<file path="src/rtl/uart_pkg.sv">
// -----------------------------------------------------------------------------
// uart_pkg
// Types and constants shared by the UART receive control path (and reusable by
// the transmit path).
//   rx_ctrl_state_t : receive sequencer states (OFF, HUNT, RUN)
//   FRAME_BITS      : bits per frame (start + 8 data + stop)
//   ERR_CNT_W       : width of the saturating receive-error counter
// -----------------------------------------------------------------------------
package uart_pkg;

  typedef enum logic [1:0] {
    OFF  = 2'd0,
    HUNT = 2'd1,
    RUN  = 2'd2
  } rx_ctrl_state_t;

  localparam int FRAME_BITS = 10;
  localparam int ERR_CNT_W  = 8;

endpackage

</file>
<file path="src/rtl/uart_rx_fifo.sv">
// -----------------------------------------------------------------------------
// uart_rx_fifo
// Small byte FIFO with a registered, first-word fall-through head.
//   clk, rst_n : clock, asynchronous active-low reset
//   i_push     : write i_data (ignored when full unless popping the same cycle)
//   i_data     : byte to write
//   i_pop      : remove the head byte (ignored when empty)
//   o_data     : head byte, valid while o_empty = 0; 0 after reset
//   o_full     : occupancy equals Depth
//   o_empty    : occupancy is zero
//   o_count    : exact occupancy, 0..Depth
// Depth must be a power of two and at least 2 so the pointers wrap naturally.
// -----------------------------------------------------------------------------
module uart_rx_fifo #(
  parameter int Depth = 4
) (
  input  logic                    clk,
  input  logic                    rst_n,
  input  logic                    i_push,
  input  logic [7:0]              i_data,
  input  logic                    i_pop,
  output logic [7:0]              o_data,
  output logic                    o_full,
  output logic                    o_empty,
  output logic [$clog2(Depth):0]  o_count
);

  localparam int PtrW = $clog2(Depth);
  localparam logic [PtrW:0] CountOne  = (PtrW + 1)'(1);
  localparam logic [PtrW:0] CountFull = (PtrW + 1)'(Depth);

  logic [7:0]      r_mem [Depth];
  logic [PtrW-1:0] r_rd_ptr;
  logic [PtrW-1:0] r_wr_ptr;
  logic [PtrW:0]   r_count;
  logic [7:0]      r_head;

  logic            w_pop;
  logic            w_push;
  logic [PtrW-1:0] w_rd_next;

  assign o_empty   = (r_count == '0);
  assign o_full    = (r_count == CountFull);
  assign w_pop     = i_pop && !o_empty;
  // A full FIFO still accepts a write when the head leaves in the same cycle.
  assign w_push    = i_push && (!o_full || w_pop);
  assign w_rd_next = r_rd_ptr + PtrW'(1);

  // NOTE: the storage array has no reset; only pointers, count and head do,
  // so the array maps onto plain registers or RAM without a reset network.
  always_ff @(posedge clk) begin
    if (w_push) begin
      r_mem[r_wr_ptr] <= i_data;
    end
  end

  // NOTE: sequential state is always written with non-blocking assignments so
  // every register samples pre-edge values regardless of statement order.
  always_ff @(posedge clk or negedge rst_n) begin
    if (!rst_n) begin
      r_rd_ptr <= '0;
      r_wr_ptr <= '0;
      r_count  <= '0;
      r_head   <= '0;
    end else begin
      if (w_push) begin
        r_wr_ptr <= r_wr_ptr + PtrW'(1);
      end
      if (w_pop) begin
        r_rd_ptr <= w_rd_next;
      end

      case ({w_push, w_pop})
        2'b10:   r_count <= r_count + CountOne;
        2'b01:   r_count <= r_count - CountOne;
        default: r_count <= r_count;
      endcase

      // Head register: on a pop it takes the next stored byte, or the incoming
      // byte when the popped entry was the last one; an empty FIFO loads the
      // incoming byte directly.
      if (w_pop) begin
        if (r_count == CountOne) begin
          if (w_push) begin
            r_head <= i_data;
          end
        end else begin
          r_head <= r_mem[w_rd_next];
        end
      end else if (w_push && o_empty) begin
        r_head <= i_data;
      end
    end
  end

  assign o_data  = r_head;
  assign o_count = r_count;

endmodule

</file>
<file path="src/rtl/uart_rx_ctrl.sv">
// -----------------------------------------------------------------------------
// uart_rx_ctrl
// Sequencer and byte buffer around the oversampled UART receiver.
//   clk, nReset : clock, asynchronous active-low reset
//   rxEnable    : software receive enable
//   div         : clk cycles per oversample tick minus 1 (used at each reload)
//   rxIn        : synchronised serial line (same signal the receiver sees)
//   rxEn        : oversample strobe to the receiver, only while running
//   rxDone      : receiver byte-complete pulse
//   rxErr       : receiver error pulse
//   rxData      : receiver data register
//   outData     : FIFO head byte (first-word fall-through)
//   outValid    : FIFO not empty
//   outReady    : consumer takes the head byte when outValid is set
//   fifoCount   : FIFO occupancy
//   overrun     : sticky, a byte was dropped on a full FIFO
//   framingErr  : sticky, the receiver reported an error
//   errCount    : saturating count of receiver errors
//   errClear    : clears overrun, framingErr and errCount (a same-cycle set wins)
// The receiver is held off (HUNT) until the line has been high for one whole
// frame of ticks, and goes back to hunting after any receiver error.
// -----------------------------------------------------------------------------
module uart_rx_ctrl
  import uart_pkg::*;
#(
  parameter int Oversample = 16,
  parameter int DivWidth   = 16,
  parameter int FifoDepth  = 4
) (
  input  logic                        clk,
  input  logic                        nReset,
  input  logic                        rxEnable,
  input  logic [DivWidth-1:0]         div,
  input  logic                        rxIn,
  output logic                        rxEn,
  input  logic                        rxDone,
  input  logic                        rxErr,
  input  logic [7:0]                  rxData,
  output logic [7:0]                  outData,
  output logic                        outValid,
  input  logic                        outReady,
  output logic [$clog2(FifoDepth):0]  fifoCount,
  output logic                        overrun,
  output logic                        framingErr,
  output logic [ERR_CNT_W-1:0]        errCount,
  input  logic                        errClear
);

  localparam int HuntW = $clog2(FRAME_BITS * Oversample);
  // Last count value of a full idle frame; the tick that sees it completes it.
  localparam logic [HuntW-1:0]     HuntLast = HuntW'(FRAME_BITS * Oversample - 1);
  localparam logic [ERR_CNT_W-1:0] ErrMax   = '1;

  logic [DivWidth-1:0]  r_div_cnt;
  rx_ctrl_state_t       r_state;
  logic [HuntW-1:0]     r_hunt_cnt;
  logic                 r_pending;
  logic                 r_overrun;
  logic                 r_framing_err;
  logic [ERR_CNT_W-1:0] r_err_cnt;

  logic                 w_tick;
  rx_ctrl_state_t       w_state_nxt;
  logic [HuntW-1:0]     w_hunt_nxt;
  logic                 w_pop;
  logic                 w_full;
  logic                 w_empty;
  logic                 w_drop;

  // ---------------------------------------------------------------------------
  // Oversample divider: counts div..0; the zero cycle is the tick and reloads.
  // Holding the counter at div while disabled makes the first tick land div+1
  // cycles after enable, and picks up a new div at every reload.
  // ---------------------------------------------------------------------------
  assign w_tick = rxEnable && (r_div_cnt == '0);

  always_ff @(posedge clk or negedge nReset) begin
    if (!nReset) begin
      r_div_cnt <= '0;
    end else if (!rxEnable || (r_div_cnt == '0)) begin
      r_div_cnt <= div;
    end else begin
      r_div_cnt <= r_div_cnt - DivWidth'(1);
    end
  end

  assign rxEn = w_tick && (r_state == RUN);

  // ---------------------------------------------------------------------------
  // Sequencer
  // ---------------------------------------------------------------------------
  always_ff @(posedge clk or negedge nReset) begin
    if (!nReset) begin
      r_state    <= OFF;
      r_hunt_cnt <= '0;
    end else begin
      r_state    <= w_state_nxt;
      r_hunt_cnt <= w_hunt_nxt;
    end
  end

  // NOTE: every output of this block gets a default first, so no path can
  // leave a value unassigned and infer a latch.
  always_comb begin
    w_state_nxt = r_state;
    w_hunt_nxt  = r_hunt_cnt;
    if (!rxEnable) begin
      w_state_nxt = OFF;
      w_hunt_nxt  = '0;
    end else begin
      case (r_state)
        OFF: begin
          w_state_nxt = HUNT;
          w_hunt_nxt  = '0;
        end
        HUNT: begin
          if (w_tick) begin
            if (!rxIn) begin
              w_hunt_nxt = '0;
            end else if (r_hunt_cnt == HuntLast) begin
              w_state_nxt = RUN;
              w_hunt_nxt  = '0;
            end else begin
              w_hunt_nxt = r_hunt_cnt + HuntW'(1);
            end
          end
        end
        RUN: begin
          if (rxErr) begin
            w_state_nxt = HUNT;
            w_hunt_nxt  = '0;
          end
        end
        default: begin
          w_state_nxt = OFF;
          w_hunt_nxt  = '0;
        end
      endcase
    end
  end

  // ---------------------------------------------------------------------------
  // Byte capture: the receiver updates rxData on the same edge that raises
  // rxDone, so the write is delayed one cycle to pick up the new byte.
  // ---------------------------------------------------------------------------
  always_ff @(posedge clk or negedge nReset) begin
    if (!nReset) begin
      r_pending <= 1'b0;
    end else begin
      r_pending <= rxDone && (r_state == RUN);
    end
  end

  assign w_pop  = outReady && !w_empty;
  assign w_drop = r_pending && w_full && !w_pop;

  uart_rx_fifo #(
    .Depth (FifoDepth)
  ) u_fifo (
    .clk     (clk),
    .rst_n   (nReset),
    .i_push  (r_pending),
    .i_data  (rxData),
    .i_pop   (w_pop),
    .o_data  (outData),
    .o_full  (w_full),
    .o_empty (w_empty),
    .o_count (fifoCount)
  );

  assign outValid = !w_empty;

  // ---------------------------------------------------------------------------
  // Sticky flags and error counter; a set event beats errClear in the same
  // cycle, which leaves errCount at 1 rather than 0.
  // ---------------------------------------------------------------------------
  always_ff @(posedge clk or negedge nReset) begin
    if (!nReset) begin
      r_overrun     <= 1'b0;
      r_framing_err <= 1'b0;
      r_err_cnt     <= '0;
    end else begin
      if (w_drop) begin
        r_overrun <= 1'b1;
      end else if (errClear) begin
        r_overrun <= 1'b0;
      end

      if (rxErr) begin
        r_framing_err <= 1'b1;
        if (errClear) begin
          r_err_cnt <= ERR_CNT_W'(1);
        end else if (r_err_cnt != ErrMax) begin
          r_err_cnt <= r_err_cnt + ERR_CNT_W'(1);
        end
      end else if (errClear) begin
        r_framing_err <= 1'b0;
        r_err_cnt     <= '0;
      end
    end
  end

  assign overrun    = r_overrun;
  assign framingErr = r_framing_err;
  assign errCount   = r_err_cnt;

endmodule

</file>
<file path="config.mk">
export PLATFORM = sky130hd
export DESIGN_NAME = uart_rx_ctrl
export DESIGN_NICKNAME = d
export VERILOG_FILES = /design/src/rtl/uart_pkg.sv /design/src/rtl/uart_rx_fifo.sv /design/src/rtl/uart_rx_ctrl.sv
export SDC_FILE = /design/constraint.sdc
export NUM_CORES = 1
export LEC_CHECK = 0
export CORE_ASPECT_RATIO = 1.75
export CORE_MARGIN = 1.5
export CORE_UTILIZATION = 39
export CTS_CLUSTER_DIAMETER = 120
export DETAILED_ROUTE_END_ITERATION = 10
export GPL_TIMING_DRIVEN = 0
export PLACE_DENSITY = 0.61
export SYNTH_ARGS = -nofsm -noshare
export SYNTH_HDL_FRONTEND = slang
export SYNTH_HIERARCHICAL = 1
export SYNTH_SLANG_ARGS = --single-unit
</file>
<file path="constraint.sdc">
create_clock -name clk -period 2.2 [get_ports clk]
set_input_delay 0.22 -clock clk [delete_from_list [all_inputs] [get_ports clk]]
set_output_delay 0.22 -clock clk [all_outputs]
set_load 0.005 [all_outputs]
</file>
**Run 1: signal wires on met2**

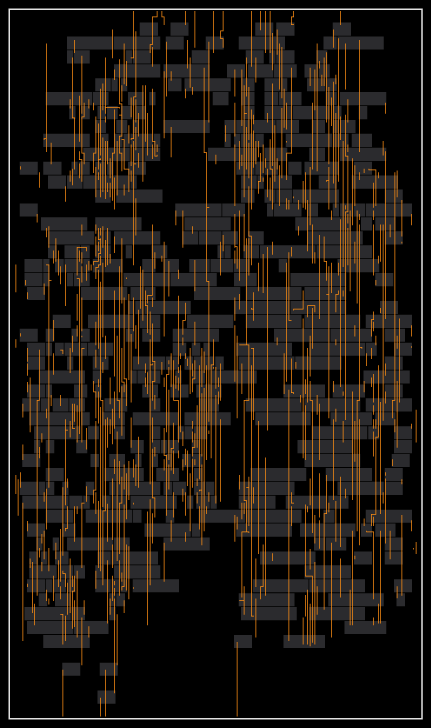
The layer carries 4760 um of wire. 393 nets have wire on it.

**Run 1: signal wires on met1**

Scale bar: 20 um. Supply wires on this layer in grey.
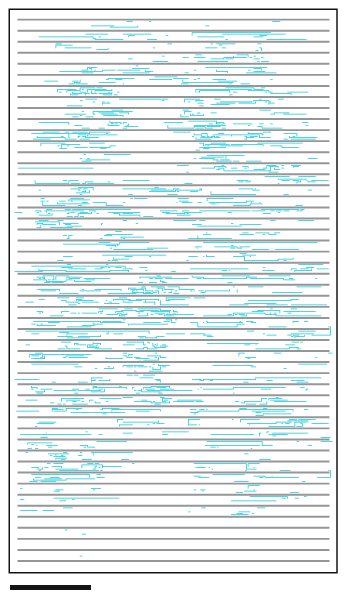
397 nets have wire on it. The layer holds 39% of the routed length. The layer carries 3370 um of wire. The longest straight run is 30.4 um.

==> results.sh, run 1 <==
# physical design summary
export IMPL_setup_viol=1
export IMPL_crit_required_ns=1.98
export IMPL_seqPwrFrac_pct=40.0
export IMPL_seq_area_share_pct=43.8
export IMPL_slowest_stage="dfrtp_1"
export IMPL_combGateArea_sq_mm=0.00174
export IMPL_synth_area_per_cell_sq_um=12.0
export IMPL_synth_main_ff_cell="dfrtp_1"
export IMPL_period_used_pct=102
export IMPL_status="finished, violations left"
export IMPL_hold_viol_final=0
export IMPL_vias=2904
export IMPL_comb_share_pct=33.7
export IMPL_fin_worst_skew_ns=0.00606
export IMPL_syn_nets=384
export IMPL_rsz0062_at_grt="true"
export IMPL_min_period_ns=2.24
export IMPL_switching_share_pct=29.9
export IMPL_violations="negative setup slack"
export IMPL_setup_ws_ns=-0.0425
export IMPL_grt_ovfl_total=0
export IMPL_power_frac_comb_pct=32.5
export IMPL_antenna_left=0
export IMPL_vdd_drop_max_v=0.000524
export IMPL_compound_area_share_pct=11.8
export IMPL_num_nonclk_buffers=74
export IMPL_hold_slack_ns=0.227
export IMPL_biggestRegsByFlops="u_fifo/r_mem x32, r_div_cnt x16"
export IMPL_p_leak_uw=0.00203
export IMPL_htree_levels=3
**Run 1: the metal 3 layer**

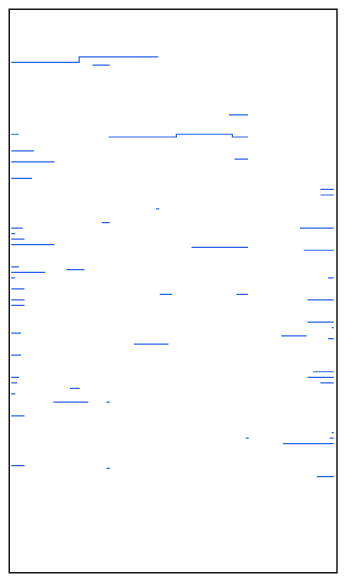
44 nets have wire on it. The layer holds 3.2% of the routed length. The longest straight run is 19.3 um. The wires run mostly horizontal. The layer carries 273 um of wire.

**Run 1: met4 routing**

Supply wires on this layer in grey.
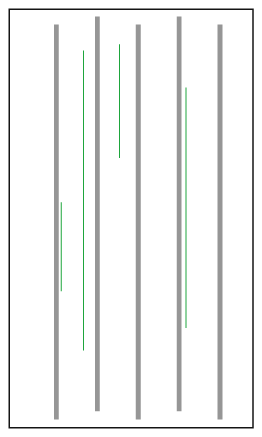
The layer holds 2.8% of the routed length. The wires run mostly vertical. 3 nets have wire on it. The layer carries 246 um of wire.

==> inputs of run 2 (changes only) <==
--- a/config.mk
+++ b/config.mk
@@ -16,3 +16,4 @@
 export SYNTH_HDL_FRONTEND = slang
 export SYNTH_HIERARCHICAL = 1
 export SYNTH_SLANG_ARGS = --single-unit
+export TNS_END_PERCENT = 50
**Run 2: track usage over the die**

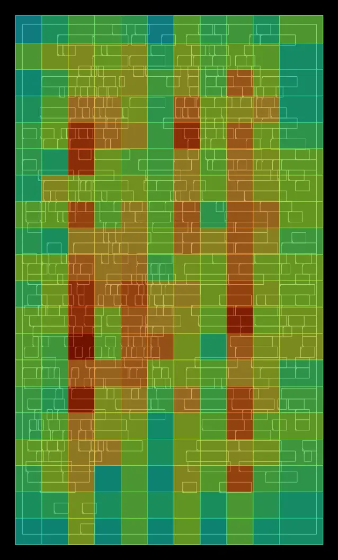
GR Util met1: 18.9%
GRT busiest layer: met2
GRT Util Overall: 17.2%

==> results.sh, run 2 <==
# physical design summary
export IMPL_p_comb_uw=1600
export IMPL_setup_viol=1
export IMPL_switching_share_pct=29.9
export IMPL_place_congestion=0.774
export IMPL_vdd_drop_max_v=0.000524
export IMPL_power_uw=4920
export IMPL_power_frac_comb_pct=32.5
export IMPL_comb_share_pct=33.7
export IMPL_fin_worst_skew_ns=0.00606
export IMPL_violations="negative setup slack"
export IMPL_rsz0062_at_grt="true"
export IMPL_pg_clk_uw=1360
export IMPL_num_multi_input_gates=233
export IMPL_wl_mm=8.64
export IMPL_async_reset_ff_share_pct=61.9
export IMPL_syn_nets=384
export IMPL_fillers=902
export IMPL_slowest_stage="dfrtp_1"
export IMPL_synth_area_per_cell_sq_um=12.0
export IMPL_clk_pin_slew_ns=0.06
export IMPL_edf_count=32
export IMPL_status="finished, violations left"
export IMPL_hold_slack_ns=0.227
export IMPL_seq_area_share_pct=43.8
export IMPL_setup_ws_ns=-0.0425
export IMPL_biggestRegsByFlops="u_fifo/r_mem x32, r_div_cnt x16"
export IMPL_crit_required_ns=1.98
export IMPL_seqPwrFrac_pct=40.0
export IMPL_synth_main_ff_cell="dfrtp_1"
export IMPL_htree_levels=3
export IMPL_period_used_pct=102
export IMPL_compound_area_share_pct=11.8
export IMPL_min_period_ns=2.24
export IMPL_antenna_left=0
export IMPL_num_nonclk_buffers=74
